### src/rtl/fork_launch.sv
// fork_launch: turns fork contexts from the fork stage into one-at-a-time core
// launches. Each core runs a small IDLE/PEND/RUN/RELEASE lifecycle; pending
// cores are granted by fixed priority (lowest index first), one per cycle.
module fork_launch #(
   parameter int NCORES = 4,
   parameter int CXTW   = 33
) (
   input  logic                   clk,
   input  logic                   rst,
   input  logic [NCORES*CXTW-1:0] fork_cxt_in,
   input  logic [NCORES-1:0]      core_ens_in,
   input  logic [NCORES-1:0]      core_halt,
   output logic [NCORES-1:0]      core_ens_out,
   output logic [NCORES-1:0]      fork_cxt_clr,
   output logic [NCORES-1:0]      core_start,
   output logic [15:0]            start_pc,
   output logic [15:0]            start_ptr,
   output logic [NCORES-1:0]      running,
   output logic [7:0]             launch_cnt,
   output logic                   err
);

   typedef enum logic [1:0] {
      ST_IDLE = 2'd0,
      ST_PEND = 2'd1,
      ST_RUN  = 2'd2,
      ST_REL  = 2'd3
   } state_t;

   state_t            state_q [NCORES];
   state_t            state_d [NCORES];

   logic [NCORES-1:0] cxt_valid_s;
   logic [NCORES-1:0] req_s;
   logic [NCORES-1:0] run_s;
   logic [NCORES-1:0] release_s;
   logic [NCORES-1:0] grant_s;
   logic              found_s;
   logic [15:0]       sel_pc_s;
   logic [15:0]       sel_ptr_s;

   logic [NCORES-1:0] core_start_q;
   logic [NCORES-1:0] fork_cxt_clr_q;
   logic [15:0]       start_pc_q;
   logic [15:0]       start_ptr_q;
   logic [7:0]        launch_cnt_q;
   logic              err_q;

   // Unpack per-core valid bits and decode the per-core lifecycle state.
   always_comb begin
      cxt_valid_s = '0;
      run_s       = '0;
      release_s   = '0;
      for (int i = 0; i < NCORES; i++) begin
         cxt_valid_s[i] = fork_cxt_in[i*CXTW + 32];
         run_s[i]       = (state_q[i] == ST_RUN);
         release_s[i]   = (state_q[i] == ST_REL);
      end
      req_s = cxt_valid_s & core_ens_in;
   end

   // Fixed-priority grant to the lowest pending core whose request is still live.
   always_comb begin
      grant_s   = '0;
      found_s   = 1'b0;
      sel_pc_s  = 16'd0;
      sel_ptr_s = 16'd0;
      for (int i = 0; i < NCORES; i++) begin
         if (!found_s && (state_q[i] == ST_PEND) && req_s[i]) begin
            grant_s[i] = 1'b1;
            found_s    = 1'b1;
            sel_pc_s   = fork_cxt_in[i*CXTW      +: 16];
            sel_ptr_s  = fork_cxt_in[i*CXTW + 16 +: 16];
         end else begin
            grant_s[i] = 1'b0;
         end
      end
   end

   // Next-state logic for every core's lifecycle.
   always_comb begin
      for (int i = 0; i < NCORES; i++) begin
         state_d[i] = state_q[i];
         case (state_q[i])
            ST_IDLE: begin
               if (req_s[i]) state_d[i] = ST_PEND;
               else          state_d[i] = ST_IDLE;
            end
            ST_PEND: begin
               // A request that drops before its grant abandons the launch.
               if (grant_s[i])    state_d[i] = ST_RUN;
               else if (req_s[i]) state_d[i] = ST_PEND;
               else               state_d[i] = ST_IDLE;
            end
            ST_RUN: begin
               // Halt is ignored in the launch cycle itself.
               if (core_halt[i] && !core_start_q[i]) state_d[i] = ST_REL;
               else                                  state_d[i] = ST_RUN;
            end
            ST_REL:  state_d[i] = ST_IDLE;
            default: state_d[i] = ST_IDLE;
         endcase
      end
   end

   // State, launch pulses, captured launch context, counter and sticky error.
   always_ff @(posedge clk) begin
      if (rst) begin
         for (int i = 0; i < NCORES; i++) begin
            state_q[i] <= (i == 0) ? ST_RUN : ST_IDLE;
         end
         core_start_q   <= '0;
         fork_cxt_clr_q <= '0;
         start_pc_q     <= 16'd0;
         start_ptr_q    <= 16'd0;
         launch_cnt_q   <= 8'd0;
         err_q          <= 1'b0;
      end else begin
         for (int i = 0; i < NCORES; i++) begin
            state_q[i] <= state_d[i];
         end
         core_start_q   <= grant_s;
         fork_cxt_clr_q <= grant_s;
         if (|grant_s) begin
            start_pc_q   <= sel_pc_s;
            start_ptr_q  <= sel_ptr_s;
            launch_cnt_q <= launch_cnt_q + 8'd1;
         end else begin
            start_pc_q   <= start_pc_q;
            start_ptr_q  <= start_ptr_q;
            launch_cnt_q <= launch_cnt_q;
         end
         // A fresh fork aimed at a core that is already running is a protocol error.
         err_q <= err_q | (|(cxt_valid_s & run_s & ~core_start_q));
      end
   end

   assign core_ens_out = core_ens_in & ~release_s;
   assign running      = run_s;
   assign core_start   = core_start_q;
   assign fork_cxt_clr = fork_cxt_clr_q;
   assign start_pc     = start_pc_q;
   assign start_ptr    = start_ptr_q;
   assign launch_cnt   = launch_cnt_q;
   assign err          = err_q;

endmodule

### config.mk
export PLATFORM = sky130hd
export DESIGN_NAME = fork_launch
export DESIGN_NICKNAME = d
export VERILOG_FILES = /design/src/rtl/fork_launch.sv
export SDC_FILE = /design/constraint.sdc
export NUM_CORES = 1
export LEC_CHECK = 0
export CAP_MARGIN = 30
export CORE_AREA = 2 2 78 117
export CTS_CLUSTER_SIZE = 25
export DETAILED_ROUTE_END_ITERATION = 12
export DIE_AREA = 0 0 80 119
export PLACE_DENSITY = 0.91
export SYNTH_ARGS = -nofsm -noshare
export SYNTH_HDL_FRONTEND = slang
export SYNTH_SLANG_ARGS = --single-unit
### constraint.sdc
create_clock -name clk -period 2.12 [get_ports clk]
set_input_delay 0.53 -clock clk [delete_from_list [all_inputs] [get_ports clk]]
set_output_delay 0.53 -clock clk [all_outputs]
set_load 0.005 [all_outputs]
**Clock wires, drivers and flops**

Drawn at 3 px/um.
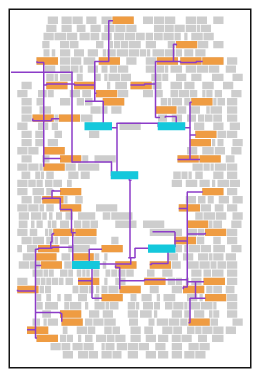
Key: clock wires = purple [length 657 um]; flip-flops = orange [count 53]; clock drivers = cyan [count 5]
Position of the flops: all over the die.
power consumed by the clock network: 929 uW
skew final: 0.008796 ns
proportion of power drawn by the clock network: 36.0%
clock latency on the worst-skew pair: 0.29 ns

**The metal 3 layer**

Drawn at 2 px/um. Cells faint in the background.
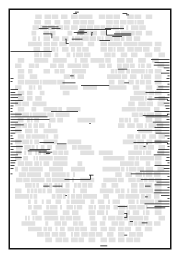
122 nets have wire on it. The wires run mostly horizontal. The layer holds 6.4% of the routed length. The longest straight run is 20.2 um.
overall via count from detail_route: 3,549
met3 track utilization from global routing: 4.545%
final routed wirelength across all metal layers: 11,430 um

==> notes.md <==
Results of the run.

The post-detailed-route count of antenna-violating nets is 0. Power spread over the standard cell area amounts to 477.7 nW/um^2. For reference, the critical path cell chain is nor2b_1 > clkdlybuf4s50_1. The sequential cell area share is 19.63%. The final layout contains 675 nets. The number of buffer cells added on primary ports is 198.

The layout report lists the multi-input gate area as 1744 um^2. The overall global routing resource usage is 22.92%. On the critical path, the stage with the largest delay is an instance of clkdlybuf4s50_1.

In the layout the tool counted multi-input logic cells amounting to ~240. The synthesized netlist handed to floorplanning was reported with a cell count of roughly 340. The standby leakage power is between 1.5 and 2 nW. The synthesis report gives the async set-or-reset register share as 0%.

The number of distinct library cells after synthesis is 40. The count of antenna diodes in the layout is 0. The combined buffer and inverter count along the critical path is 1.

The final critical path takes up 94.37% of the cycle. Among all flip-flop cells after synthesis, the most frequent one is dfxtp_1. The die covers 9520 um^2. Pin placement for this block handled 199 I/O pins. Setup repair after global routing left no endpoint under its margin. The required time reported for the critical path endpoint is 1.59 ns. The number of buffers on the longest clock path is 2.

The first-pass GRT wire length is between 15,000 and 20,000 um. The flow ran to the end, and the final reports show no timing, DRC or antenna violations. In this run the most used layer during global routing was met2.

The met1 track utilization from global routing is about a quarter. The flip-flop and latch count after synthesis is approximately 53. Once placement finished, the instance area stood at 5231 um^2. The routed wirelength on the met1 layer is recorded as ~4300 um. The net switching power in the latest report is 578.4 uW. The number of buffers created by CTS is 5. Among the non-sequential cells, AND-OR/OR-AND gates take the most area. Cells with a size suffix above 1 make up ~14% of the layout. The net switching share of the total power is between 20% and 30%. The DRC violation count after routing is 0.

The xor and xnor fraction of the mapped netlist area is less than 1%. TritonCTS built the clock tree. The critical path capture point type is an output port. The final layout report lists a filler cell count of 742. The slew at the pin with the worst max-slew slack is 0.6692 ns. In the final routed layout, each cell accounts on average for 17.77 um.

According to the Yosys statistics, the synthesized design has a chip area of between 2000 and 3000 um^2. The mean cell area of the mapped netlist is 8.885 um^2. The number of non-clock buffers is 224.

The logs give a warning total of 26. The run reported a max-capacitance violation count of 0. The power group with the highest consumption is registers. The total length of routed met3 wires is 725 um.

Per the power-grid run, VDD falls by no more than about 0.00036 V. Across all checked pins, the minimum headroom to the slew limit is 55.39%. The synthesis log from Yosys contains 0 warnings. In the final layout, clock buffers and inverters account for 3.172% of the cell area. After Yosys synthesis, full adders, half adders and majority gates account for 0.4191% of the synthesized area. The share of the core area taken by cells at floorplan is 34.64%.
**Track usage over the die**

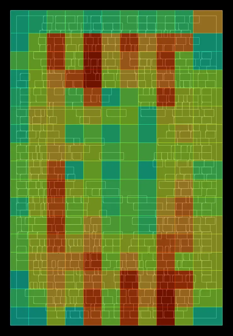
GR Layer Usage met2: 43.02%
share of the core filled with cells: 62.70%

-- repair_timing --
item / CTS / global route
setup endpoints to repair: 4 / 1
resized: 9 / 1
pin swaps: 0 / 0
hold buffers: 0 / 0
-- final timing paths --
kind	from	end	slack, ns	depth (start not counted)
worst max-delay path	flip-flop	running[1]	0.12	2
worst min-delay path	launch_cnt[4]	launch_cnt[4]	0.52	2
worst max register to register	flip-flop	start_pc[6]	0.46	4
worst min register to register	launch_cnt[4]	launch_cnt[4]	0.52	2
-- cells in the mapped netlist (2+ instances only) --
cell type	n	area share, %
a21boi_0	4	1.0
a21oi_1	10	1.7
a221oi_1	32	9.4
a31oi_1	3	0.63
and4b_1	4	1.3
buf_2	10	1.7
buf_4	5	1.3
clkbuf_1	19	2.4
dfxtp_1	53	36
inv_1	6	0.75
mux2_2	33	12
nand2_1	38	4.8
nand2b_1	2	0.42
nand3_1	7	1.2
nand4b_1	4	1.2
nor2_1	12	1.5
nor2b_1	3	0.63
nor3_1	2	0.34
o21ai_0	3	0.50
o21bai_1	32	8.0
o22ai_1	32	6.7
or3_1	4	0.84
-- state kept, by name, indices dropped and copies added (netlist names), named ones only --
register and flops:
start_pc 16, launch_cnt 8, fork_cxt_clr 4, err 1, state_q 4, start_ptr 16
-- through the flow --
| stage | setup TNS (ns) | std cells | util (%) | total power, mW | hold WS [ns] |
|---|---|---|---|---|---|
| global placement | -2.546 | 635 | 60.70 | 1.656 | 0.4905 |
| floorplan | 0 | 336 | - | 1.255 | 0.4548 |
| global route | 0 | 643 | 62.70 | 2.684 | 0.5531 |
| CTS | 0 | 643 | 62.67 | 2.611 | 0.5205 |
| finish | 0 | 643 | 62.70 | 2.582 | 0.5197 |
| detailed placement | -4.306 | 635 | 60.70 | 1.672 | 0.5072 |
Power is estimated from default activity; no workload was simulated.
